==> run_1/floorplan.png <==
The bar under the picture is 20 µm long. Pins as bars on the die edge.
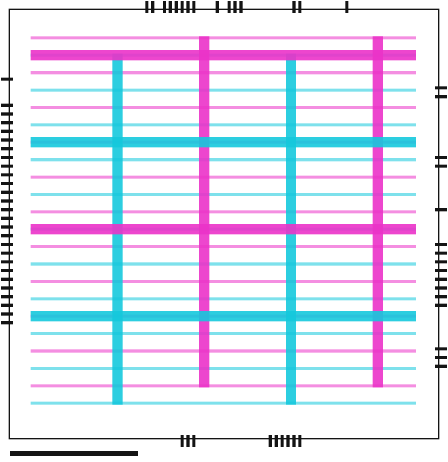
==> run_1/class_map.png <==
The bar under the picture is 20 µm long.
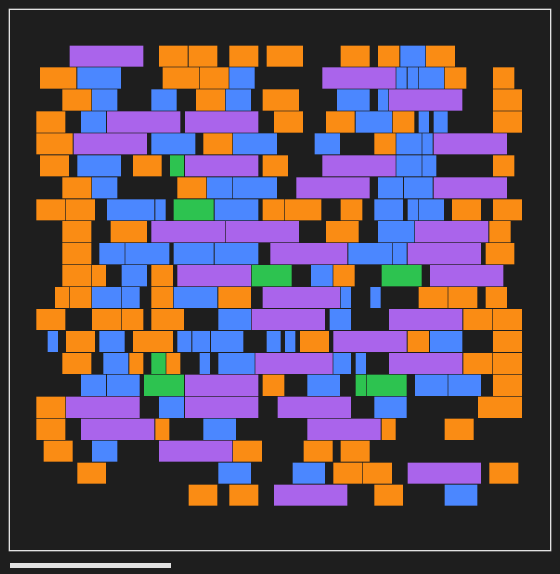
==> run_1/clock_wires.png <==
The bar under the picture is 20 µm long.
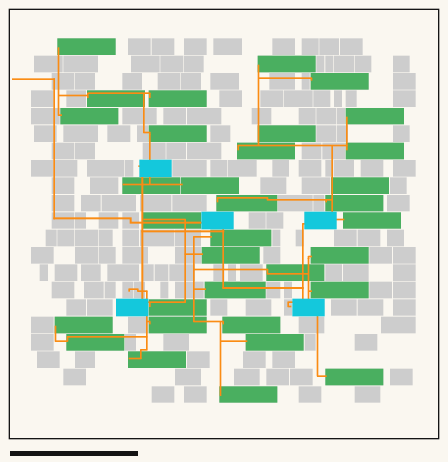
[config.mk]
export PLATFORM = sky130hd
export DESIGN_NAME = alu_share_ctrl
export DESIGN_NICKNAME = d
export VERILOG_FILES = /design/src/rtl/alu_pkg.sv /design/src/rtl/rr_arb2.sv /design/src/rtl/alu_share_ctrl.sv
export SDC_FILE = /design/constraint.sdc
export NUM_CORES = 1
export LEC_CHECK = 0
export ABC_CLOCK_PERIOD_IN_PS = 1700
export CAP_MARGIN = 15
export CORE_MARGIN = 3
export CORE_UTILIZATION = 41
export DETAILED_ROUTE_END_ITERATION = 7
export GPL_TIMING_DRIVEN = 0
export PLACE_DENSITY_LB_ADDON = 0.12
export SYNTH_ARGS = -nofsm -noshare
export SYNTH_HDL_FRONTEND = slang
export SYNTH_SLANG_ARGS = --single-unit
[constraint.sdc]
create_clock -name clk -period 1.7 [get_ports clk]
set_input_delay 0.51 -clock clk [delete_from_list [all_inputs] [get_ports clk]]
set_output_delay 0.51 -clock clk [all_outputs]
set_load 0.005 [all_outputs]
[src/rtl/alu_pkg.sv]
// Shared constants for the ALU sharing front-end: op codes, FSM states and
// the bit positions of the captured flag vector.
package alu_pkg;

  localparam logic [2:0] OP_ADD = 3'd0;
  localparam logic [2:0] OP_SUB = 3'd1;
  localparam logic [2:0] OP_NOT = 3'd2;
  localparam logic [2:0] OP_AND = 3'd3;
  localparam logic [2:0] OP_OR  = 3'd4;
  localparam logic [2:0] OP_XOR = 3'd5;
  localparam logic [2:0] OP_GT  = 3'd6;
  localparam logic [2:0] OP_EQ  = 3'd7;

  typedef enum logic [1:0] {
    IDLE = 2'd0,
    EXEC = 2'd1,
    RESP = 2'd2
  } state_e;

  localparam int CARRY = 3;
  localparam int OVF   = 2;
  localparam int ZERO  = 1;
  localparam int NEG   = 0;

endpackage

[src/rtl/rr_arb2.sv]
// Two-requester round-robin grant: a lone requester always wins, a tie goes
// to the requester named by rr_ptr.
module rr_arb2 (
  input  logic [1:0] req_valid,
  input  logic       rr_ptr,
  output logic       grant_id,
  output logic       grant_valid
);

  assign grant_valid = |req_valid;
  assign grant_id    = (req_valid == 2'b11) ? rr_ptr : req_valid[1];

endmodule

[src/rtl/alu_share_ctrl.sv]
// Front-end that time-shares one combinational ALU between two requesters:
// arbitrate, drive the ALU for one cycle, return the result on valid/ready.
module alu_share_ctrl
  import alu_pkg::*;
#(
  parameter int WIDTH = 4,
  parameter int CNT_W = 8
) (
  input  logic             clk,
  input  logic             clrn,
  input  logic [1:0]       req_valid,
  input  logic [2:0]       req_op0,
  input  logic [2:0]       req_op1,
  input  logic [WIDTH-1:0] req_a0,
  input  logic [WIDTH-1:0] req_b0,
  input  logic [WIDTH-1:0] req_a1,
  input  logic [WIDTH-1:0] req_b1,
  output logic [1:0]       req_ready,
  output logic [2:0]       alu_select,
  output logic [WIDTH-1:0] alu_a,
  output logic [WIDTH-1:0] alu_b,
  input  logic [WIDTH-1:0] alu_res,
  input  logic             alu_carry,
  input  logic             alu_overflow,
  input  logic             alu_zero,
  input  logic             alu_negative,
  output logic             resp_valid,
  input  logic             resp_ready,
  output logic             resp_id,
  output logic [WIDTH-1:0] resp_res,
  output logic [3:0]       resp_flags,
  output logic             busy,
  output logic [CNT_W-1:0] op_count
);

  state_e state_reg, state_next;
  logic   rr_ptr_reg;
  logic   owner_reg;
  logic   grant_id, grant_valid;
  logic   accept, handshake;

  rr_arb2 u_arb (
    .req_valid  (req_valid),
    .rr_ptr     (rr_ptr_reg),
    .grant_id   (grant_id),
    .grant_valid(grant_valid)
  );

  always_ff @(posedge clk or negedge clrn) begin
    if (!clrn) state_reg <= IDLE;
    else       state_reg <= state_next;
  end

  // Gating ready with clrn keeps req_ready low while reset is asserted even
  // if a requester is already presenting valid.
  always_comb begin
    state_next = state_reg;
    req_ready  = 2'b00;
    accept     = 1'b0;
    handshake  = 1'b0;
    case (state_reg)
      IDLE: begin
        if (grant_valid && clrn) begin
          req_ready[grant_id] = 1'b1;
          accept              = 1'b1;
          state_next          = EXEC;
        end
      end
      EXEC: state_next = RESP;
      RESP: begin
        if (resp_valid && resp_ready) begin
          handshake  = 1'b1;
          state_next = IDLE;
        end
      end
      default: state_next = IDLE;
    endcase
  end

  always_ff @(posedge clk or negedge clrn) begin
    if (!clrn) begin
      rr_ptr_reg <= 1'b0;
      owner_reg  <= 1'b0;
      alu_select <= '0;
      alu_a      <= '0;
      alu_b      <= '0;
      resp_valid <= 1'b0;
      resp_id    <= 1'b0;
      resp_res   <= '0;
      resp_flags <= '0;
      op_count   <= '0;
    end else begin
      if (accept) begin
        alu_select <= grant_id ? req_op1 : req_op0;
        alu_a      <= grant_id ? req_a1  : req_a0;
        alu_b      <= grant_id ? req_b1  : req_b0;
        owner_reg  <= grant_id;
      end
      // ALU inputs have been stable for a full cycle by the end of EXEC.
      if (state_reg == EXEC) begin
        resp_res          <= alu_res;
        resp_flags[CARRY] <= alu_carry;
        resp_flags[OVF]   <= alu_overflow;
        resp_flags[ZERO]  <= alu_zero;
        resp_flags[NEG]   <= alu_negative;
        resp_valid        <= 1'b1;
        resp_id           <= owner_reg;
      end
      if (handshake) begin
        resp_valid <= 1'b0;
        op_count   <= op_count + CNT_W'(1);
        rr_ptr_reg <= ~owner_reg;
      end
    end
  end

  assign busy = (state_reg != IDLE);

endmodule
==> run summary, run 1 <==
First-pass GRT wire length - 6.17 mm
Post-CTS Hold Buffers - 0
Max Freq - 588 MHz
Routed wl met2 - 1.97 mm
Post-Synthesis Cell Area - 1520 µm²
Kind of cell adding the most delay to the critical path - flip-flops
Logic pwr share - 47.7%
Final Hold Fails - 0
DP Cell Count - 227
Top cells by area - dfrtp_1, a2bb2oi_2, mux2_2
Kind of critical path - reg -> out
Max incr delay on CP - 0.45 ns
Pleak - 1.11 nW
Syn_nets - 151
Met3 usage in global routing - 6.75%
Die Size - 4480 µm²
Critical R2R Capture - alu_a[2]
Worst setup SP type - flip-flop
Final WS setup - -0.00183 ns
Residual DRC count - 0
Failing checks - negative setup slack
Antenna violations before repair - 0
Setup WS pre-CTS - -0.945 ns
I/O Buffers - 66
Share of Yosys cell area claimed by the top area cell type - 54.3%
CTS clock-pin slew for the worst setup and hold paths - 0.07 ns
Met3 routed WL - 364 µm
Unrepaired setup endpoints after global routing - true
Outcome - finished with violations
Gate Area - 671 µm²
Fin Hold WS - 0.0783 ns
Layer with the highest usage - met2
ClkCell Share - 3.30%
Final setup viols - 1
-- floorplan.png (at the start) --
Magenta marks VDD. Cyan marks VSS.
4 straps on met5. 22 met1 rails follow the rows. 4 straps on met4. 67 signal pins sit on the boundary.

-- class_map.png (at the start) --
Blue marks remaining logic cells, cells 75. Purple marks registers, cells 33. Orange marks remaining buffers and delay cells, cells 89. Green marks clock drivers and dummy loads, cells 8.
FP Rows: 21
Final Instance Area: 2500 µm²
flop share of the area: 33.2%

-- clock_wires.png (at the start) --
Orange marks clock wires, length 411 µm. Green marks flip-flops, count 33. Cyan marks clock-net drivers, count 5.
There are 6 routed clock nets.
clk ins delay skew pair: 0.28 ns
Clk power: 0.000561 W
clock power share: 15.5%
skew final: 0.00626 ns

==> run 2: changes to the inputs <==
--- a/config.mk
+++ b/config.mk
@@ -7,10 +7,10 @@
 export LEC_CHECK = 0
 export ABC_CLOCK_PERIOD_IN_PS = 1700
 export CAP_MARGIN = 15
-export CORE_MARGIN = 3
-export CORE_UTILIZATION = 41
+export CORE_MARGIN = 4
+export CORE_UTILIZATION = 61
 export DETAILED_ROUTE_END_ITERATION = 7
-export GPL_TIMING_DRIVEN = 0
+export DONT_BUFFER_PORTS = 1
 export PLACE_DENSITY_LB_ADDON = 0.12
 export SYNTH_ARGS = -nofsm -noshare
 export SYNTH_HDL_FRONTEND = slang
==> run_2/floorplan.png <==
The bar under the picture is 20 µm long. Pins as bars on the die edge.
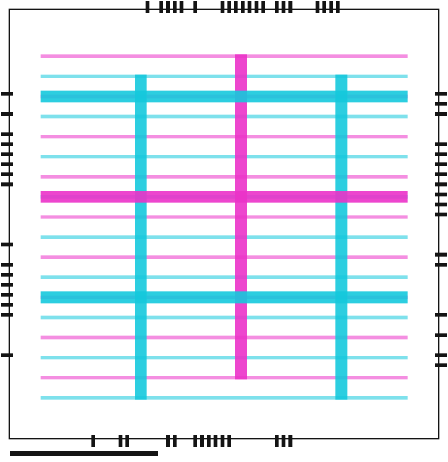
chip width: 57.9 µm
die height: 57.9 µm

==> run 2 against run 1 <==
  * The flow now finishes without violations
  * Synthesized cell count unchanged
  * Utilization increased by 1.1 points
  * Worst hold slack improved by 0.24 ns
  * Fmax increased by 2.2%
  * Non-clock buffer count decreased by 81
  * Routed wire length decreased by 20%
  * Largest cell class is now sequential cells
==> run summary, run 2 <==
Clock power share - 20.9%
Setup WS pre-CTS - 0.195 ns
Max Freq - 601 MHz
Routed wl met2 - 1.59 mm
Flop share of the area - 48.8%
Final Hold Fails - 0
CTS clock-pin slew for the worst setup and hold paths - 0.11 ns
ClkCell Share - 5.02%
Max incr delay on CP - 0.44 ns
Share of Yosys cell area claimed by the top area cell type - 54.3%
Critical R2R Capture - op_count[7]
Most frequent cells after synthesis - dfrtp_1, o32ai_1, a2bb2oi_2, mux2_2
Kind of critical path - reg -> out
I/O Buffers - 0
Fin Hold WS - 0.319 ns
Clk power - 0.000598 W
DP Cell Count - 140
Skew final - 0.0154 ns
Pleak - 0.729 nW
Filler Cells Inserted - 143
Clk ins delay skew pair - 0.33 ns
Syn_nets - 151
Residual DRC count - 0
Final setup viols - 0
Logic pwr share - 29.1%
Outcome - finished, final reports clean
Post-CTS Hold Buffers - 2
Worst setup SP type - flip-flop
Post-Synthesis Cell Area - 1520 µm²
Kind of cell adding the most delay to the critical path - flip-flops
Antenna violations before repair - 0
Top cells by area - dfrtp_1, a2bb2oi_2, mux2_2
Die Size - 3360 µm²
Layer with the highest usage - met2
Met3 usage in global routing - 11.4%
No activity file was given, so power comes from the tool's default toggle rates.
